==> config.mk <==
export PLATFORM = sky130hd
export DESIGN_NAME = learning_coach
export DESIGN_NICKNAME = d
export VERILOG_FILES = /design/src/rtl/learning_coach_pkg.sv /design/src/rtl/learning_coach_rom.sv /design/src/rtl/learning_coach.sv
export SDC_FILE = /design/constraint.sdc
export NUM_CORES = 1
export LEC_CHECK = 0
export CORE_UTILIZATION = 35
export CTS_BUF_LIST = sky130_fd_sc_hd__clkbuf_4
export DETAILED_ROUTE_END_ITERATION = 8
export GPL_TIMING_DRIVEN = 0
export MAX_ROUTING_LAYER = met4
export SYNTH_ARGS = -nofsm -noshare
export SYNTH_HDL_FRONTEND = slang
export SYNTH_HIERARCHICAL = 1
export SYNTH_SLANG_ARGS = --single-unit
==> constraint.sdc <==
create_clock -name clk -period 9.88 [get_ports clk]
set_input_delay 1.482 -clock clk [delete_from_list [all_inputs] [get_ports clk]]
set_output_delay 1.482 -clock clk [all_outputs]
set_load 0.1 [all_outputs]
==> src/rtl/learning_coach_pkg.sv <==
// Shared constants, types and helpers for the learning-mode engine.
// No logic of its own; latency and backpressure are properties of the importing modules.
package learning_coach_pkg;

  localparam logic [2:0] LEARN_MODE = 3'b111;
  localparam logic [2:0] NOTE_END   = 3'd0;

  typedef enum logic [2:0] {
    ST_IDLE,
    ST_FETCH,
    ST_CHECK,
    ST_PROMPT,
    ST_HIT,
    ST_MISS,
    ST_DONE
  } state_e;

  typedef struct packed {
    logic [1:0] pitch;
    logic [2:0] note;
  } note_t;

  // Note 1..7 maps to key 0..6; the end marker lights nothing.
  function automatic logic [6:0] note_onehot(input logic [2:0] note);
    note_onehot = 7'd0;
    if (note != NOTE_END) note_onehot[note - 3'd1] = 1'b1;
  endfunction

  function automatic logic [7:0] sat_inc(input logic [7:0] v);
    return (v == 8'hFF) ? v : v + 8'd1;
  endfunction

  function automatic logic [31:0] base_half(input int unsigned clk_hz, input int unsigned hz);
    return 32'(clk_hz / (2 * hz));
  endfunction

endpackage

==> src/rtl/learning_coach_rom.sv <==
// Song ROM: {pitch, note} per step, four songs, note 0 terminates a song.
// One-cycle synchronous read latency, free-running (no handshake).
module learn_song_rom
  import learning_coach_pkg::*;
#(
  parameter int IDX_W = 5
) (
  input  logic             clk,
  input  logic [1:0]       song_i,
  input  logic [IDX_W-1:0] idx_i,
  output note_t            word_o
);

  note_t       word_d;
  int unsigned a;

  always_comb begin
    a      = 32'(idx_i);
    word_d = {2'd0, NOTE_END};
    case (song_i)
      2'd0: begin
        case (a)
          0:       word_d = {2'd0, 3'd1};
          1:       word_d = {2'd0, 3'd2};
          2:       word_d = {2'd0, 3'd3};
          default: word_d = {2'd0, NOTE_END};
        endcase
      end
      2'd1: begin
        case (a)
          0:       word_d = {2'd1, 3'd5};
          1:       word_d = {2'd1, 3'd3};
          default: word_d = {2'd0, NOTE_END};
        endcase
      end
      2'd2: begin
        case (a)
          0:       word_d = {2'd0, 3'd1};
          1:       word_d = {2'd0, 3'd2};
          2:       word_d = {2'd0, 3'd3};
          3:       word_d = {2'd0, 3'd4};
          default: word_d = {2'd0, NOTE_END};
        endcase
      end
      // Song 3 has no end marker: it runs the full index range.
      default: word_d = {2'd0, 3'd1};
    endcase
  end

  always_ff @(posedge clk) begin
    word_o <= word_d;
  end

endmodule

==> src/rtl/learning_coach.sv <==
// Learning-mode engine: prompts each song note on the LEDs, debounces keys, scores presses.
// Press reaches the FSM ~DEBOUNCE+3 cycles after a raw edge; no backpressure, presses outside PROMPT are dropped.
module learning_coach
  import learning_coach_pkg::*;
#(
  parameter int unsigned CLK_HZ      = 100_000_000,
  parameter int unsigned DEBOUNCE_MS = 20,
  parameter int unsigned TIMEOUT_MS  = 3000,
  parameter int unsigned FLASH_MS    = 250,
  parameter int unsigned MAX_TRIES   = 3,
  parameter int unsigned SONG_LEN    = 32
) (
  input  logic       clk,
  input  logic       rst_n,
  input  logic [2:0] mode,
  input  logic [1:0] song_num,
  input  logic       pause,
  input  logic [6:0] key,
  input  logic [1:0] pitch,
  output logic [7:0] led,
  output logic       speaker,
  output logic [7:0] score,
  output logic [7:0] misses,
  output logic       done
);

  localparam int unsigned CYC_MS  = CLK_HZ / 1000;
  localparam int unsigned DB_CYC  = DEBOUNCE_MS * CYC_MS;
  localparam int unsigned TMO_CYC = TIMEOUT_MS * CYC_MS;
  localparam int unsigned FL_CYC  = FLASH_MS * CYC_MS;
  localparam int IDX_W = $clog2(SONG_LEN);
  localparam int DB_W  = $clog2(DB_CYC + 1);
  localparam int TMO_W = $clog2(TMO_CYC + 1);
  localparam int FL_W  = $clog2(FL_CYC + 1);
  localparam int TRY_W = $clog2(MAX_TRIES + 1);
  // One extra index bit so that idx==SONG_LEN is representable and caught in CHECK.
  localparam logic [IDX_W:0] IDX_END = (IDX_W + 1)'(SONG_LEN);
  localparam logic [31:0] HALF_TBL [8] = '{
    base_half(CLK_HZ, 262), base_half(CLK_HZ, 294), base_half(CLK_HZ, 330),
    base_half(CLK_HZ, 349), base_half(CLK_HZ, 392), base_half(CLK_HZ, 440),
    base_half(CLK_HZ, 494), base_half(CLK_HZ, 494)};

  logic learn;
  assign learn = (mode == LEARN_MODE);

  logic [6:0]      sync1_q, sync2_q, kdb_q, kdb_prev_q, press;
  logic [DB_W-1:0] db_cnt_q [7];

  always_ff @(posedge clk) begin
    if (rst_n) begin
      sync1_q    <= '0;
      sync2_q    <= '0;
      kdb_q      <= '0;
      kdb_prev_q <= '0;
      for (int i = 0; i < 7; i++) db_cnt_q[i] <= '0;
    end else begin
      sync1_q    <= key;
      sync2_q    <= sync1_q;
      kdb_prev_q <= kdb_q;
      for (int i = 0; i < 7; i++) begin
        if (sync2_q[i] == kdb_q[i]) begin
          db_cnt_q[i] <= '0;
        end else if (db_cnt_q[i] == DB_W'(DB_CYC - 1)) begin
          kdb_q[i]    <= sync2_q[i];
          db_cnt_q[i] <= '0;
        end else begin
          db_cnt_q[i] <= db_cnt_q[i] + DB_W'(1);
        end
      end
    end
  end

  assign press = kdb_q & ~kdb_prev_q;

  state_e           state_q, state_d;
  logic [IDX_W:0]   idx_q, idx_d;
  logic [1:0]       song_q, song_d;
  logic [TRY_W-1:0] tries_q, tries_d;
  logic [TMO_W-1:0] tmo_q, tmo_d;
  logic [FL_W-1:0]  fl_q, fl_d;
  logic [7:0]       score_q, score_d, miss_q, miss_d;
  logic             miss_ev;
  note_t            rom_word;
  logic [6:0]       exp_oh;

  learn_song_rom #(.IDX_W(IDX_W)) u_rom (
    .clk    (clk),
    .song_i (song_q),
    .idx_i  (idx_q[IDX_W-1:0]),
    .word_o (rom_word)
  );

  assign exp_oh = note_onehot(rom_word.note);

  always_comb begin
    state_d = state_q;
    idx_d   = idx_q;
    song_d  = song_q;
    tries_d = tries_q;
    tmo_d   = tmo_q;
    fl_d    = fl_q;
    score_d = score_q;
    miss_d  = miss_q;
    miss_ev = 1'b0;
    led     = 8'h00;
    case (state_q)
      ST_IDLE: begin
        if (learn) begin
          state_d = ST_FETCH;
          idx_d   = '0;
          score_d = '0;
          miss_d  = '0;
          tries_d = '0;
          song_d  = song_num;
        end
      end
      ST_FETCH: state_d = ST_CHECK;
      ST_CHECK: begin
        if (idx_q == IDX_END || rom_word.note == NOTE_END) begin
          state_d = ST_DONE;
        end else begin
          state_d = ST_PROMPT;
          tmo_d   = '0;
        end
      end
      ST_PROMPT: begin
        led  = {1'b0, exp_oh};
        fl_d = '0;
        if (!pause) begin
          // A press decides the note even if the timeout expires on the same cycle.
          if (press != 7'd0) begin
            if (press == exp_oh && pitch == rom_word.pitch) begin
              state_d = ST_HIT;
              score_d = sat_inc(score_q);
              tries_d = '0;
            end else begin
              miss_ev = 1'b1;
            end
          end else if (tmo_q == TMO_W'(TMO_CYC - 1)) begin
            miss_ev = 1'b1;
          end else begin
            tmo_d = tmo_q + TMO_W'(1);
          end
        end
        if (miss_ev) begin
          state_d = ST_MISS;
          miss_d  = sat_inc(miss_q);
          tries_d = tries_q + TRY_W'(1);
        end
      end
      ST_HIT: begin
        led = 8'h7F;
        if (!pause) begin
          if (fl_q == FL_W'(FL_CYC - 1)) begin
            state_d = ST_FETCH;
            idx_d   = idx_q + (IDX_W + 1)'(1);
          end else begin
            fl_d = fl_q + FL_W'(1);
          end
        end
      end
      ST_MISS: begin
        led = {1'b1, exp_oh};
        if (!pause) begin
          if (fl_q != FL_W'(FL_CYC - 1)) begin
            fl_d = fl_q + FL_W'(1);
          end else if (tries_q == TRY_W'(MAX_TRIES)) begin
            state_d = ST_FETCH;
            tries_d = '0;
            idx_d   = idx_q + (IDX_W + 1)'(1);
          end else begin
            state_d = ST_PROMPT;
            tmo_d   = '0;
          end
        end
      end
      ST_DONE: led = 8'hAA;
      default: state_d = ST_IDLE;
    endcase
    if (!learn) state_d = ST_IDLE;
  end

  always_ff @(posedge clk) begin
    if (rst_n) begin
      state_q <= ST_IDLE;
      idx_q   <= '0;
      song_q  <= '0;
      tries_q <= '0;
      tmo_q   <= '0;
      fl_q    <= '0;
      score_q <= '0;
      miss_q  <= '0;
    end else begin
      state_q <= state_d;
      idx_q   <= idx_d;
      song_q  <= song_d;
      tries_q <= tries_d;
      tmo_q   <= tmo_d;
      fl_q    <= fl_d;
      score_q <= score_d;
      miss_q  <= miss_d;
    end
  end

  assign score  = score_q;
  assign misses = miss_q;
  assign done   = (state_q == ST_DONE);

  // Tone follows the lowest held key; a higher octave halves the period per step.
  logic [2:0]  low_k;
  logic [31:0] half_sel, tone_cnt_q, tone_cnt_d;
  logic        spk_q, spk_d;

  always_comb begin
    low_k = 3'd0;
    for (int i = 6; i >= 0; i--) begin
      if (kdb_q[i]) low_k = 3'(i);
    end
    half_sel = HALF_TBL[low_k] >> pitch;
    if (half_sel == 32'd0) half_sel = 32'd1;
    tone_cnt_d = tone_cnt_q + 32'd1;
    spk_d      = spk_q;
    if (!learn || pause || kdb_q == 7'd0 || kdb_q != kdb_prev_q) begin
      tone_cnt_d = '0;
      spk_d      = 1'b0;
    end else if (tone_cnt_q >= half_sel - 32'd1) begin
      tone_cnt_d = '0;
      spk_d      = ~spk_q;
    end
  end

  always_ff @(posedge clk) begin
    if (rst_n) begin
      tone_cnt_q <= '0;
      spk_q      <= 1'b0;
    end else begin
      tone_cnt_q <= tone_cnt_d;
      spk_q      <= spk_d;
    end
  end

  assign speaker = spk_q;

endmodule

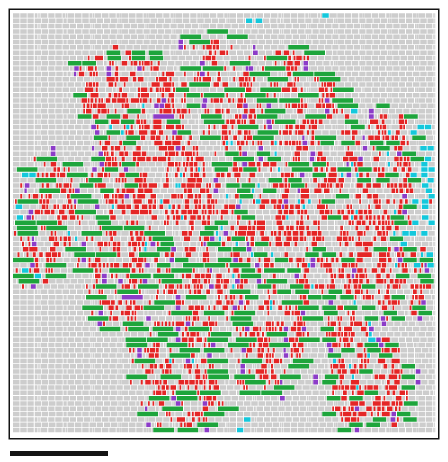
(cell classes on the final placement)
Bar = 50 µm. Fill, decap, tap and diode cells in grey.
legend:
  remaining logic cells:
    colour: red
    cells: 1,595
  clock drivers and dummy loads:
    colour: purple
    cells: 158
  registers:
    colour: green
    cells: 295
  remaining buffers and delay cells:
    colour: cyan
    cells: 105
fin area: 19,410 µm²
Final Core Density: 0.4179
fraction of area in registers: 0.3800

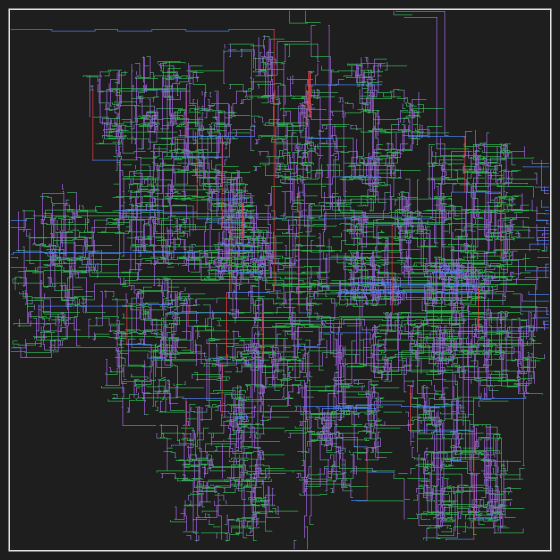
(routed metal, one colour a layer)
legend:
  M4:
    colour: red
    wire_length: 819 µm
  M2:
    colour: purple
    wire_length: 16,100 µm
  M3:
    colour: blue
    wire_length: 1,890 µm
  M1:
    colour: green
    wire_length: 17,100 µm
Routed Wire Length: 35,850 µm
via count of the routed design: 13,580
mean routed wirelength per cell: 12.97 µm

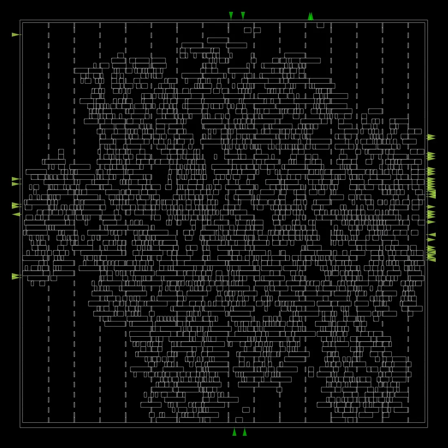
(placed standard cells)
number of rows in the core area: 79
# fillers: 4,666
count of non-filler cells in the finished layout: 2,764
core region area: 46,460 µm²
num tapcells: 607

==> design notes <==
The flow ran to the end, and the final reports show no timing, DRC or antenna violations. The clock input transition at the sequential cells of the worst setup and hold paths is 60 ps, and the number of warnings in the stage logs is 30. Cell at the slowest stage of the critical path: clkdlybuf4s50_1. With the power per unit of standard cell area at 137.5 nW/µm², the synthesis area per yosys is 16,490 µm². The sequential cell area fraction in the yosys report was 0.4475. The report puts the hold buffer count at CTS at 0. With the total clock buffers created by CTS at 85, the number of antenna violations at the first check in global routing is 3. In the synthesized netlist, the cells that appear most often are 303 x nor2_1, 148 x dfxtp_1, 147 x edfxtp_1. At the placement stage, the worst setup path has a slack of 3963 ps.

Endpoints failing hold in the final report were tallied at 0. The H-tree was split into 3 levels. The last timing report of the flow puts the setup violation total at 0. The growth of design area from synthesis to finish came out at 17.75%. Note, the detailed placer reported a final HPWL of 25,710 µm. Of all nets on the critical path, the largest fanout is 10. The mapped netlist covers 16,490 µm².

The count of maximum capacitance violations is 0, and the share of async-settable or async-resettable flops after synthesis is 0. Looking at the post-CTS report, the setup buffer insertion count equals 0. The overall die width was 219.0 µm; the minimum setup slack in the final design was 3740 ps. The tools report the area taken by flip-flops and latches as 7377 µm². The tools report the startpoint type of the worst setup path as a flip-flop. In this run the VDD rail shows a maximum IR drop of 0.06097 mV. The largest single stage delay on the critical path is 1240 ps. The startpoint identified for the worst hold timing path is sync1_q[4]. The logs give 0 for the total count of max-transition violations in the final report and 0.8607 for the weighted congestion at the end of routability-driven global placement.

Area of the die: 47,970 µm². Pin placement for this block handled 43 I/O pins. The slew at the pin closest to its max-slew limit was 1025 ps; the via count of the first global-routing pass was 12,970. The tree built by TritonCTS fans out to 295 sinks. The worst hold-check path type was reg -> reg.

The type of the setup path with the least slack is reg -> out. The net count of the finished layout is 2,160. Per the GRT congestion report, total overflow comes to 0. Nets still carrying antenna violations after routing amount to 0. The tools report the clock latency at the later pin of the worst-skew pair as 810 ps. TritonCTS built the clock tree. STA classifies the critical path endpoint as an output pin. Counting cells, the worst reg-to-reg path comes to 23. The run gives 5 as the number of detailed-route iterations in the first pass. The tools report the internal power contribution as 2029 µW. For this run, the leading register cell type out of synthesis is dfxtp_1. The buffer type at the clock tree root is clkbuf_4. A synthesized cell averages 9.184 µm².

All-layer global routing usage: 0.1585. The number of enable flip-flop cells was 147. The power share of the combinational group was 0.042. The run gives 640.7 µW as the power dissipated by switching net loads. The flip-flop and latch count after synthesis is 295. In the hold report, the worst path ends at sync2_q[4]. The run gives 0.3143 for the normalized max-slew margin. The proportion of layout cells with a drive suffix above 1 was 0.08360. The clock tree skew after final layout came out at 43.77 ps. The sequential power share came out at 0.502.

The run gives 60,950 µm as the wire length of the first global-routing pass. Count of unique library cells instantiated by Yosys: 83. With the number of standard cells after synthesis at 1,795, the proportion of power drawn by the clock network is 0.455. Entering global routing, the biggest net connects 12 pins. The multi-input combinational cell area was 9228 µm²; the final critical delay including setup and external delays was 6140 ps.
worst max path at each step:
stage	startpoint	to	depth (start not counted)
after floorplan	u_rom/word_o[0]	led[3]	7
after CTS	u_rom/word_o[0]	led[3]	8
after global routing	u_rom/word_o[0]	led[3]	10
after global placement	pitch[1]	tone_cnt_q[22]	18
after detailed placement	pitch[1]	tone_cnt_q[28]	18
final	u_rom/word_o[0]	led[3]	8
sequential cells by signal (all words and copies together) (netlist names):
register and flops:
db_cnt_q 147, tone_cnt_q 32, tmo_q 29, fl_q 25, misses 8, score 8, kdb_prev_q 7, kdb_q 7
sync1_q 7, sync2_q 7, idx_q 6, u_rom/word_o 4, state_q 3, song_q 2, tries_q 2, speaker 1
final cells by class:
cell class / instances / share of cell area
timing repair buffer: 40 / 0.02063
clock inverter: 22 / 0.006961
tap: 607 / 0.03912
clock buffer: 136 / 0.05259
inverter: 57 / 0.01102
sequential: 295 / 0.3800
antenna: 4 / 0.0005156
multi-input combinational: 1538 / 0.4753
buffer: 65 / 0.01379
per-stage QoR:
stage	hold WS (ps)	power [µW]	cell area [µm²]	cells
after CTS	435.8	2728	19400	2760
after floorplan	413.8	1442	17090	1955
after detailed placement	432.0	1479	18250	2602
after global routing	451.4	2812	19410	2764
after global placement	420.5	1475	18250	2602
final	438.8	2670	19410	2764
cells in the final DEF (no fill, tap or decap), types with 5 or more instances in the layout:
cell / count
clkbuf_4: 136
a21o_1: 9
clkbuf_1: 52
nor3_1: 51
a211oi_1: 7
mux2i_1: 17
nor3b_1: 8
or3_1: 38
nor4_1: 17
o211ai_1: 6
xor2_1: 109
nor2_1: 303
o21ai_0: 62
conb_1: 162
nand3_1: 105
and4_1: 18
or4_1: 12
a221oi_1: 5
o41ai_1: 8
nor4b_1: 19
edfxtp_1: 147
nand2b_1: 12
a21oi_1: 67
xnor2_1: 104
dfxtp_1: 148
o31ai_1: 8
clkinv_1: 20
clkdlybuf4s50_1: 40
buf_2: 10
nor2b_1: 26
ha_1: 61
nand2_1: 122
nor4_2: 12
and3_1: 40
nand4_1: 51
inv_1: 54
metal layers:
layer / up-vias / share of wire / global-route usage
li1: 6897 / - / -
met1: 6351 / 0.48 / 0.2012
met2: 269 / 0.45 / 0.2428
met3: 67 / 0.053 / 0.04033
met4: 0 / 0.023 / 0.05741
met5: - / 0 / -
power groups by stage:
stage               clock network, µW  registers (µW)  logic (µW)
finish                           1220            1340         113
global route                     1340            1350         129
CTS                              1270            1340         112
detailed placement                  0            1370         111
global placement                    0            1370         109
floorplan                           0            1360        82.3
worst max-delay path: cells and delay by family, from the launching register on:
| kind | cells | cell delay, ps |
|---|---|---|
| simple gates | 1 | 200 |
| buf+inv | 4 | 1950 |
| xor+xnor | 1 | 520 |
| flops | 1 | 370 |
| compound gates | 1 | 600 |
| fa+ha+maj | 1 | 220 |
cells by family after synthesis:
logic type,share of synthesized area
flip-flops,0.4475
XOR/XNOR,0.1132
adder cells (fa/ha/maj),0.04630
other,0.0004555
AND/OR/NAND/NOR,0.2672
multiplexers,0.01100
AND-OR/OR-AND,0.08516
buffers and inverters,0.02922
Power is estimated from default activity; no workload was simulated.
